$ cat src/rtl/pc_seq_pkg.sv
// Shared types and constants for the instruction-cycle sequencer.
package pc_seq_pkg;

  localparam int AW_DEF       = 8;
  localparam int IMEM_LAT_MAX = 7;
  localparam int WAIT_CW      = $clog2(IMEM_LAT_MAX + 1);

  typedef enum logic [2:0] {
    S_FETCH  = 3'd0,
    S_WAIT   = 3'd1,
    S_DECODE = 3'd2,
    S_EXEC   = 3'd3,
    S_HALT   = 3'd4
  } seq_state_e;

endpackage

$ cat src/rtl/ret_addr_stack.sv
// Return-address LIFO with full/empty flags and an overflow/underflow indicator.
module ret_addr_stack #(
  parameter int DEPTH = 4,
  parameter int AW    = 8
) (
  input  logic          clock_reg,
  input  logic          reset,
  input  logic          push,
  input  logic          pop,
  input  logic [AW-1:0] push_data,
  output logic [AW-1:0] top_data,
  output logic          full,
  output logic          empty,
  output logic          ovf
);

  localparam int PW = $clog2(DEPTH + 1);
  localparam int IW = (DEPTH > 1) ? $clog2(DEPTH) : 1;

  logic [AW-1:0] mem [DEPTH];
  logic [PW-1:0] cnt_q;
  logic [IW-1:0] wr_idx;
  logic [IW-1:0] top_idx;

  assign full     = (cnt_q == PW'(DEPTH));
  assign empty    = (cnt_q == '0);
  assign ovf      = (push && full) || (pop && empty);
  assign wr_idx   = IW'(cnt_q);
  assign top_idx  = IW'(cnt_q - PW'(1));
  assign top_data = empty ? '0 : mem[top_idx];

  always_ff @(posedge clock_reg) begin
    if (reset) begin
      cnt_q <= '0;
    end else if (push && !full) begin
      cnt_q <= cnt_q + PW'(1);
    end else if (pop && !empty) begin
      cnt_q <= cnt_q - PW'(1);
    end
  end

  // NOTE: storage is not reset; the occupancy count alone decides which entries are valid.
  always_ff @(posedge clock_reg) begin
    if (push && !full) begin
      mem[wr_idx] <= push_data;
    end
  end

endmodule

$ cat src/rtl/pc_sequencer.sv
// Fetch/wait/decode/execute controller and sole writer of the program counter.
// Optional return-address stack with op_call/op_ret/stk_err when CALL_STACK_EN is defined.
module pc_sequencer
  import pc_seq_pkg::*;
#(
  parameter int AW          = AW_DEF,
  parameter int IMEM_LAT    = 1,
  parameter int STACK_DEPTH = 4
) (
  input  logic          clock_reg,
  input  logic          reset,
  input  logic [AW-1:0] pc_cur,
  input  logic          stall,
  input  logic          op_jump,
  input  logic          op_branch,
  input  logic          br_cond,
  input  logic          op_halt,
  input  logic [AW-1:0] target,
  input  logic          resume,
`ifdef CALL_STACK_EN
  input  logic          op_call,
  input  logic          op_ret,
  output logic          stk_err,
`endif
  output logic          imem_rd,
  output logic          ir_load,
  output logic          exec_en,
  output logic          pc_load,
  output logic [AW-1:0] pc_next,
  output logic          halted,
  output logic [2:0]    state_o
);

  localparam logic [WAIT_CW-1:0] LAT = WAIT_CW'(IMEM_LAT);

  if (IMEM_LAT < 0 || IMEM_LAT > IMEM_LAT_MAX || STACK_DEPTH < 1) begin : g_param_check
    $error("pc_sequencer: IMEM_LAT or STACK_DEPTH out of range");
  end

  seq_state_e         state_q, state_d;
  logic [WAIT_CW-1:0] cnt_q, cnt_d;
  logic [AW-1:0]      pc_inc;
  logic [AW-1:0]      npc_d;
  logic               load_d;
  logic               exec_fire;

  assign pc_inc    = pc_cur + AW'(1);
  assign exec_fire = (state_q == S_EXEC) && !stall;
  assign halted    = (state_q == S_HALT);
  assign state_o   = state_q;

  // NOTE: every variable gets a default before the case so no path leaves it unassigned (no latch).
  always_comb begin
    state_d = state_q;
    cnt_d   = cnt_q;
    if (!stall) begin
      case (state_q)
        S_FETCH: begin
          cnt_d   = '0;
          state_d = (IMEM_LAT == 0) ? S_DECODE : S_WAIT;
        end
        S_WAIT: begin
          cnt_d = cnt_q + WAIT_CW'(1);
          if (cnt_q + WAIT_CW'(1) == LAT) state_d = S_DECODE;
        end
        S_DECODE: state_d = S_EXEC;
        S_EXEC:   state_d = op_halt ? S_HALT : S_FETCH;
        S_HALT:   if (resume) state_d = S_FETCH;
        default:  state_d = S_FETCH;
      endcase
    end
  end

`ifdef CALL_STACK_EN
  logic          stk_push, stk_pop, stk_full, stk_empty, stk_ovf;
  logic [AW-1:0] stk_top;

  ret_addr_stack #(
    .DEPTH (STACK_DEPTH),
    .AW    (AW)
  ) u_stack (
    .clock_reg (clock_reg),
    .reset     (reset),
    .push      (stk_push),
    .pop       (stk_pop),
    .push_data (pc_inc),
    .top_data  (stk_top),
    .full      (stk_full),
    .empty     (stk_empty),
    .ovf       (stk_ovf)
  );

  always_ff @(posedge clock_reg) begin
    if (reset) stk_err <= 1'b0;
    else       stk_err <= stk_err | stk_ovf;
  end
`endif

  // Next-PC selection; only takes effect when exec_fire registers it.
  always_comb begin
    npc_d  = pc_inc;
    load_d = 1'b1;
`ifdef CALL_STACK_EN
    stk_push = 1'b0;
    stk_pop  = 1'b0;
`endif
    if (op_halt) begin
      npc_d  = pc_cur;
      load_d = 1'b0;
    end
`ifdef CALL_STACK_EN
    else if (op_call) begin
      stk_push = exec_fire;
      if (!stk_full) npc_d = target;
    end else if (op_ret) begin
      stk_pop = exec_fire;
      if (!stk_empty) npc_d = stk_top;
    end
`endif
    else if (op_jump || (op_branch && br_cond)) begin
      npc_d = target;
    end
  end

  // Strobes are registered from the state being left, so a stalled edge yields a quiet cycle.
  // NOTE: sequential state uses non-blocking assignments so all flops update from pre-edge values.
  always_ff @(posedge clock_reg) begin
    if (reset) begin
      state_q <= S_FETCH;
      cnt_q   <= '0;
      imem_rd <= 1'b0;
      ir_load <= 1'b0;
      exec_en <= 1'b0;
      pc_load <= 1'b0;
      pc_next <= '0;
    end else begin
      state_q <= state_d;
      cnt_q   <= cnt_d;
      imem_rd <= !stall && (state_q == S_FETCH);
      ir_load <= !stall && (state_q == S_DECODE);
      exec_en <= exec_fire;
      pc_load <= exec_fire && load_d;
      if (exec_fire) pc_next <= npc_d;
    end
  end

endmodule
$ cat config.mk
export PLATFORM = sky130hd
export DESIGN_NAME = pc_sequencer
export DESIGN_NICKNAME = d
export VERILOG_FILES = /design/src/rtl/pc_seq_pkg.sv /design/src/rtl/ret_addr_stack.sv /design/src/rtl/pc_sequencer.sv
export SDC_FILE = /design/constraint.sdc
export NUM_CORES = 1
export LEC_CHECK = 0
export ABC_AREA = 1
export ABC_CLOCK_PERIOD_IN_PS = 1400
export CAP_MARGIN = 20
export CORE_MARGIN = 1.5
export CORE_UTILIZATION = 30
export CTS_BUF_LIST = sky130_fd_sc_hd__clkbuf_4 sky130_fd_sc_hd__clkbuf_8
export DETAILED_ROUTE_END_ITERATION = 10
export PLACE_DENSITY = 0.58
export SLEW_MARGIN = 40
export SYNTH_ARGS = -nofsm -noshare
export SYNTH_HDL_FRONTEND = slang
export SYNTH_HIERARCHICAL = 1
export SYNTH_SLANG_ARGS = --single-unit
$ cat constraint.sdc
create_clock -name clock_reg -period 1.4 [get_ports clock_reg]
set_clock_uncertainty 0.15 [all_clocks]
set_input_delay 0.42 -clock clock_reg [delete_from_list [all_inputs] [get_ports clock_reg]]
set_output_delay 0.42 -clock clock_reg [all_outputs]
set_load 0.01 [all_outputs]
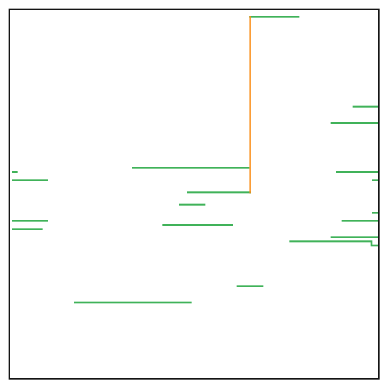
*Routed metal, one color a layer, run 1*
(6 px per um) Only two layers are drawn.
metal 3 -> green  # wire length 142 um
metal 4 -> orange  # wire length 29.2 um

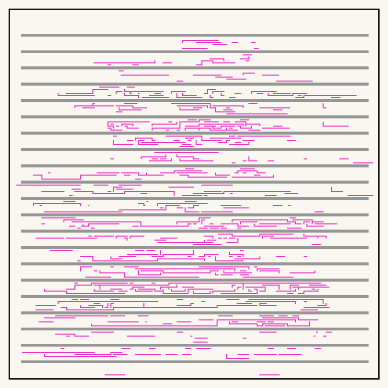
*The metal 1 layer, run 1*
(6 px per um) Supply wires on this layer in gray.
share of all routed wire = 46%
wire length on this layer = 1,460 um
nets with wire on the layer = 222
main direction = horizontal
longest straight run = 25.3 um
global routing usage on met1: 23.4%
Via Count: 1,248
DRT Wirelength: 3.17 mm

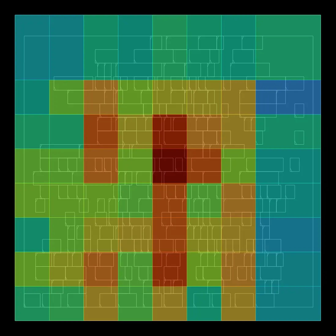
*Routing congestion, run 1*
met2 Use GR: 28.7%
all-layer global routing usage: 17.4%

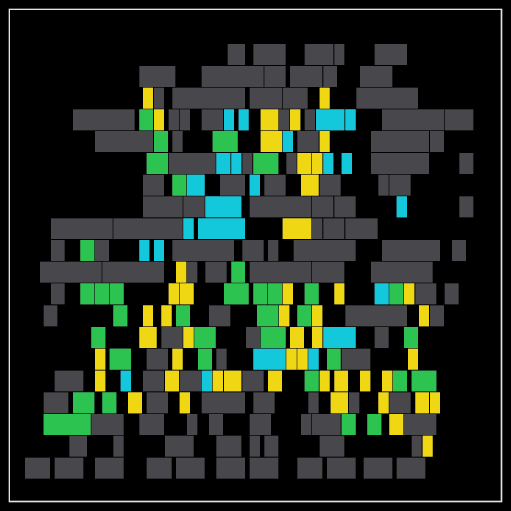
*Selected gate families, run 1*
(8 px per um)
NAND gates -> yellow  # cells 48
NOR gates -> cyan  # cells 23
inverting AOI/OAI gates -> green  # cells 35
fraction of standard cell area in multi-input logic: 37.5%
commonest non-fill, non-tap cell in the layout: sky130_fd_sc_hd__nand2_1

==> run summary, run 1 <==
Main metrics from the flow reports.

The share of the core filled by cells before placement came out at between 30% and 40%. Yosys printed 6 warnings. In this run the worst hold path is classified as flop to flop. The net count reported at finish came out at 251. Once routing completed, OpenROAD measured the worst setup slack at -0.139 ns.

The worst reg-to-reg setup slack is -0.01 ns. The count of mapped cells out of synthesis came out at between 150 and 200. The count of nets left with antenna violations once routing finished came out at 0. The total I/O pin count is 40. OpenROAD emitted warnings numbering 29.

The worst register-to-register path ends at state_o[2]. The initial antenna violation count is 0. The areal power density over the cells came out at ~700 nW/um^2. The slowest stage of the critical path belongs to the cell sky130_fd_sc_hd__dfxtp_2.

The number of hold-repair buffers added at the cts stage is 0. Global routing finished with a remaining overflow of 0. The area fraction in and, or, nand and nor cells came out at a little under a third.

Buffers inserted during clock tree synthesis total 3. The number of inserted diodes is 0. Looking at the setup timing report, the critical path kind is flop to primary output. The CTS sink count is 18. The final count of negative-setup-slack endpoints is 5.

The peak ir drop on the vdd network is between 0.0005 and 0.0006 V. The most used flip-flop cell is sky130_fd_sc_hd__dfxtp_1. The run finished, with violations left. The slew check shows that the tightest pin keeps a relative margin of between 80% and 90%. The type of destination of the critical path is a primary output. The adder-cell share of the synthesized area is roughly 3.7%. In the synthesis report, Yosys lists the chip area as about 1000 sq um. The path length in cells of the critical path came out at 2. The chip height is a little over 60 um.

The detailed router's first-iteration violation count came out at 34. The checks that failed: negative setup slack. The buffers plus inverters on the worst setup path came out at 1. The data required time of the critical path is about 0.83 ns. The first global-routing pass estimated 4.97 mm of wire.

The number of maximum-capacitance violations came out at 0. The count of filler cells inserted in the layout is about 330. The area of all placed cells without fillers is 1750 sq um.
run 1: timing repair:
item,4_1_cts,5_1_grt
pin swaps,10,7
setup endpoints to repair,29,19
gates cloned,1,0
gates resized,111,23
setup buffers,4,2
run 1: cell usage after synthesis (2+ instances only):
master / instances
sky130_fd_sc_hd__clkbuf_1: 2
sky130_fd_sc_hd__buf_2: 2
sky130_fd_sc_hd__o21ai_0: 8
sky130_fd_sc_hd__inv_2: 3
sky130_fd_sc_hd__o211ai_1: 3
sky130_fd_sc_hd__inv_1: 19
sky130_fd_sc_hd__dfxtp_1: 18
sky130_fd_sc_hd__nand2_1: 35
sky130_fd_sc_hd__nand3_1: 10
sky130_fd_sc_hd__nor3_1: 3
sky130_fd_sc_hd__or2_2: 2
sky130_fd_sc_hd__ha_1: 3
sky130_fd_sc_hd__a21oi_1: 17
sky130_fd_sc_hd__o21ai_1: 4
sky130_fd_sc_hd__nor2_1: 17
run 1: power breakdown:
group,leakage (nW),internal (mW),switching [mW]
clock,0.0210,0.159,0.158
sequential,0.153,0.532,0.0114
combinational,0.652,0.185,0.181
total,0.826,0.875,0.350
run 1: worst reg2reg max path, delay by kind of cell, from the launching register on:
| kind | cells | cell delay (ns) |
|---|---|---|
| DFF | 1 | 0.37 |
| AOI/OAI and AO/OA | 2 | 0.31 |
| and+or+nand+nor | 2 | 0.17 |
| xor gates and xnor gates | 1 | 0.15 |
| adders and majority gates | 1 | 0.16 |
run 1: flip-flops by register name (all words and copies together) (netlist names):
| signal | cells |
|---|---|
| exec_en | 1 |
| state_o | 3 |
| pc_next | 8 |
| pc_load | 1 |
| cnt_q | 3 |
| ir_load | 1 |
| imem_rd | 1 |
run 1: cell type report:
cell class | instances | area share, %
tap | 44 | 3.15
clock buffer | 4 | 2.07
timing repair buffer | 66 | 30.7
multi-input combinational | 113 | 37.5
inverter | 22 | 4.86
sequential | 18 | 21.7
run 1: worst min-delay path by stage:
stage                     cells after the start         end        from
after floorplan                               2    cnt_q[1]    cnt_q[1]
after global placement                        2  pc_next[7]  pc_next[7]
after detailed placement                      2  pc_next[7]  pc_next[7]
after CTS                                     2  pc_next[7]  pc_next[7]
after global routing                          2  pc_next[6]  pc_next[6]
final                                         2  pc_next[7]  pc_next[7]
run 1: routing by layer:
layer,up-vias,global-route usage (%),share of wire (%)
met3,2,3.99,4.4
met1,582,23.4,46
met2,25,28.7,49
met4,0,3.95,0.91
li1,639,-,-
met5,-,0,0
run 1: stage by stage:
step                      hold WS (ns)  setup slack (ns)  TNS, ns
after floorplan                  0.312            0.0470        0
after global placement           0.301            -0.478    -6.31
after detailed placement         0.306            -0.513    -6.63
after CTS                        0.313            -0.155   -0.331
after global routing             0.342            -0.195   -0.774
final                            0.314            -0.139   -0.322
run 1: logic make-up after synthesis:
kind of cell / count (synthesis)
AOI/OAI and AO/OA: 36
xor gates and xnor gates: 1
adders and majority gates: 3
buffers and inverters: 26
DFF: 18
and+or+nand+nor: 73
### Close-up of the layout, run 1

Window x 16 to 46, y 28 to 58 um. Cells in gray, sequential cells in the stronger gray; small squares are vias.
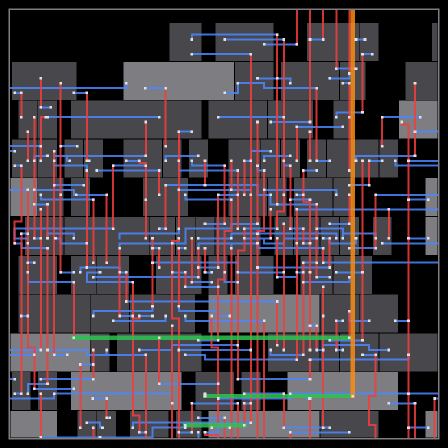

==> inputs of run 2 (changes only) <==
- ABC_CLOCK_PERIOD_IN_PS: 1400 -> 1600
- PLACE_DENSITY: 0.58 -> 0.56
- SETUP_SLACK_MARGIN: unset -> 0.2
- clock period: 1.4 -> 1.6 ns (I/O delays scaled with it)
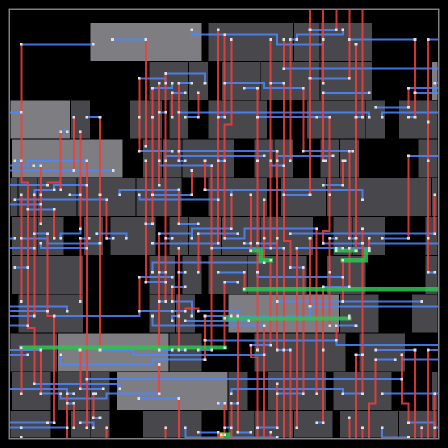
*Close-up of the layout, run 2*
Window x 16 to 46, y 28 to 58 um. Cells in gray, sequential cells in the stronger gray; small squares are vias.
metal 4 -> orange
metal 1 -> blue
metal 3 -> green
metal 2 -> red
cells with their middle in the window = 74
netlist names of flops here include = cnt_q (2), pc_next (2), state_o (2)
most frequent = buf_6 (8), nand2_1 (7)
sequential cells in the window = 6

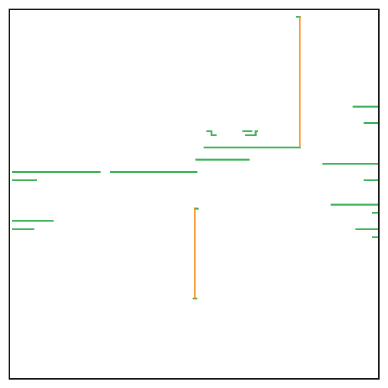
*Routed metal, one color a layer, run 2*
(6 px per um) Only two layers are drawn.
wire length per cell: 12.6 um
Via Count: 1,291

==> run 2 against run 1 <==
  * The flow still finishes with violations (negative setup slack)
  * Critical endpoint unchanged
  * Utilization is 5.4 points higher
  * First-iteration DRC count grew 68%
  * Routed wire length rose by 6.9%
  * Count of clock-buffer cells in the layout unchanged
  * Sequential power down 12%
  * Area after synthesis is the same
  * Largest power group unchanged
  * Die size unchanged
  * Sequential share of layout area fell by 2.0 points
==> run summary, run 2 <==
Main metrics from the flow reports.

The proportion of power drawn by combinational gates is 32.7% (+2.8 points). The number of hold-repair buffers added at the cts stage came out at 0 (unchanged). The final count of negative-setup-slack endpoints came to 2 (-3).

The wire length of the first global-routing pass is 5.41 mm (+8.7%). In the synthesized netlist the dominant register cell turns out to be sky130_fd_sc_hd__dfxtp_1. The CTS sink count came out at 18 (unchanged). The checks that failed: negative setup slack. The share of power burned in registers came out at 42.1% (-2.2 points). The slowest stage of the critical path is the sky130_fd_sc_hd__dfxtp_2 cell. Leaving out fill and tap cells, the most frequent cell in the layout is sky130_fd_sc_hd__nand2_1. The number of inserted diodes came out at 0 (unchanged).

The detailed router's first-iteration violation count is 57 (+68%). The most critical min-delay path falls under flop to flop. The most common cell in the synthesized netlist is sky130_fd_sc_hd__nand2_1. The headroom to the max-slew limit is 81.9% (-0.71 points).

The share of the core filled by cells before placement is 32.4% (unchanged). Looking at the setup timing report, the critical path kind is flop to primary output. pc_next holds more flip-flops than any other register.

The synthesis run shows the most used standard cells to be 35 x sky130_fd_sc_hd__nand2_1, 19 x sky130_fd_sc_hd__inv_1, 18 x sky130_fd_sc_hd__dfxtp_1, 17 x sky130_fd_sc_hd__a21oi_1, 17 x sky130_fd_sc_hd__nor2_1. The peak ir drop on the vdd network came out at 0.000492 V (-3.7%). The final wirelength came out at 3.39 mm (+6.9%).

The total negative setup slack came to -0.0349 ns (+0.287 ns). The clock share of power came out at 25.2% (-0.6 points). The count of warning messages emitted by the tools was 29 (unchanged). The final critical-path setup slack came out at -0.0229 ns (+0.116 ns). The number of flip-flops in the largest register is 8 (unchanged). The net count reported at finish is 253 (+0.80%). The aggregate global-route resource usage was 19.4% (+2.0 points). The run finished, with violations left. The data required time of the critical path came to 0.97 ns (+0.14 ns). The worst reg-to-reg setup slack came to 0.06 ns (+0.07 ns).

The number of maximum-capacitance violations came out at 0 (unchanged).
==> run 2: cell counts after synthesis <==
Identical to the previous run, type by type.
==> run 2: cell type report <==
type / instances / share of cell area [%]
well taps: 44 / 2.86
repair buffers: 68 / 33.5
flip-flops and latches: 18 / 19.7
clock buffers: 4 / 1.89
multi-input cells: 113 / 37.3
inverters: 22 / 4.69
==> run 2: worst max-delay path: cells and delay by family, from the launching register on <==
family | cells | cell delay (ns)
buf+inv | 1 | 0.16
simple gates | 1 | 0.20
flops | 1 | 0.35
==> run 2: worst paths after layout <==
| kind | from | cells past startpoint | to |
|---|---|---|---|
| hold reg to reg | pc_next[5] | 2 | pc_next[5] |
| setup / recovery | state_o[0] | 2 | halted |
| setup reg to reg | state_o[2] | 7 | state_o[2] |
| hold / removal | pc_next[5] | 2 | pc_next[5] |
==> run 2: per-layer routing <==
metal  GRT usage (%)  vias to the layer above  share of wire [%]
met5               0                        -                  0
met2            33.9                       26                 52
met4            6.08                        0                1.1
met1            23.8                      613                 44
li1                -                      648                  -
met3            4.41                        4                3.0
==> run 2: power groups by stage <==
stage	clock, mW	combinational [mW]	sequential (mW)
global route	0.320	0.403	0.480
detailed placement	0	0.280	0.483
finish	0.286	0.371	0.478
global placement	0	0.276	0.482
floorplan	0	0.111	0.494
CTS	0.295	0.325	0.476
==> run 2: cell families after synthesis <==
kind of cell,Yosys count,share of synthesized area [%]
AND/OR/NAND/NOR,73,30.9
XOR/XNOR,1,0.858
flip-flops,18,35.3
AND-OR/OR-AND,36,19.5
buffers and inverters,26,9.80
adder cells (fa/ha/maj),3,3.68
==> run 2: stage by stage <==
stage                     setup slack (ns)  hold slack [ns]  instance area (sq um)  power [mW]
final                              -0.0229            0.328                   1920        1.14
after global routing               -0.0894            0.348                   1920        1.20
after CTS                          -0.0204            0.316                   1780        1.10
after detailed placement            -0.382            0.306                   1590       0.763
after global placement              -0.340            0.301                   1590       0.758
after floorplan                      0.224            0.312                   1020       0.605
==> run 2: repair_timing <==
action / in CTS / in global routing
pin swaps: 21 / 14
setup buffers: 5 / 4
gates cloned: 1 / 0
endpoints found under the setup margin: 31 / 32
gates resized: 139 / 32
hold endpoints to repair: 0 / 0
Power and IR drop assume default switching activity.
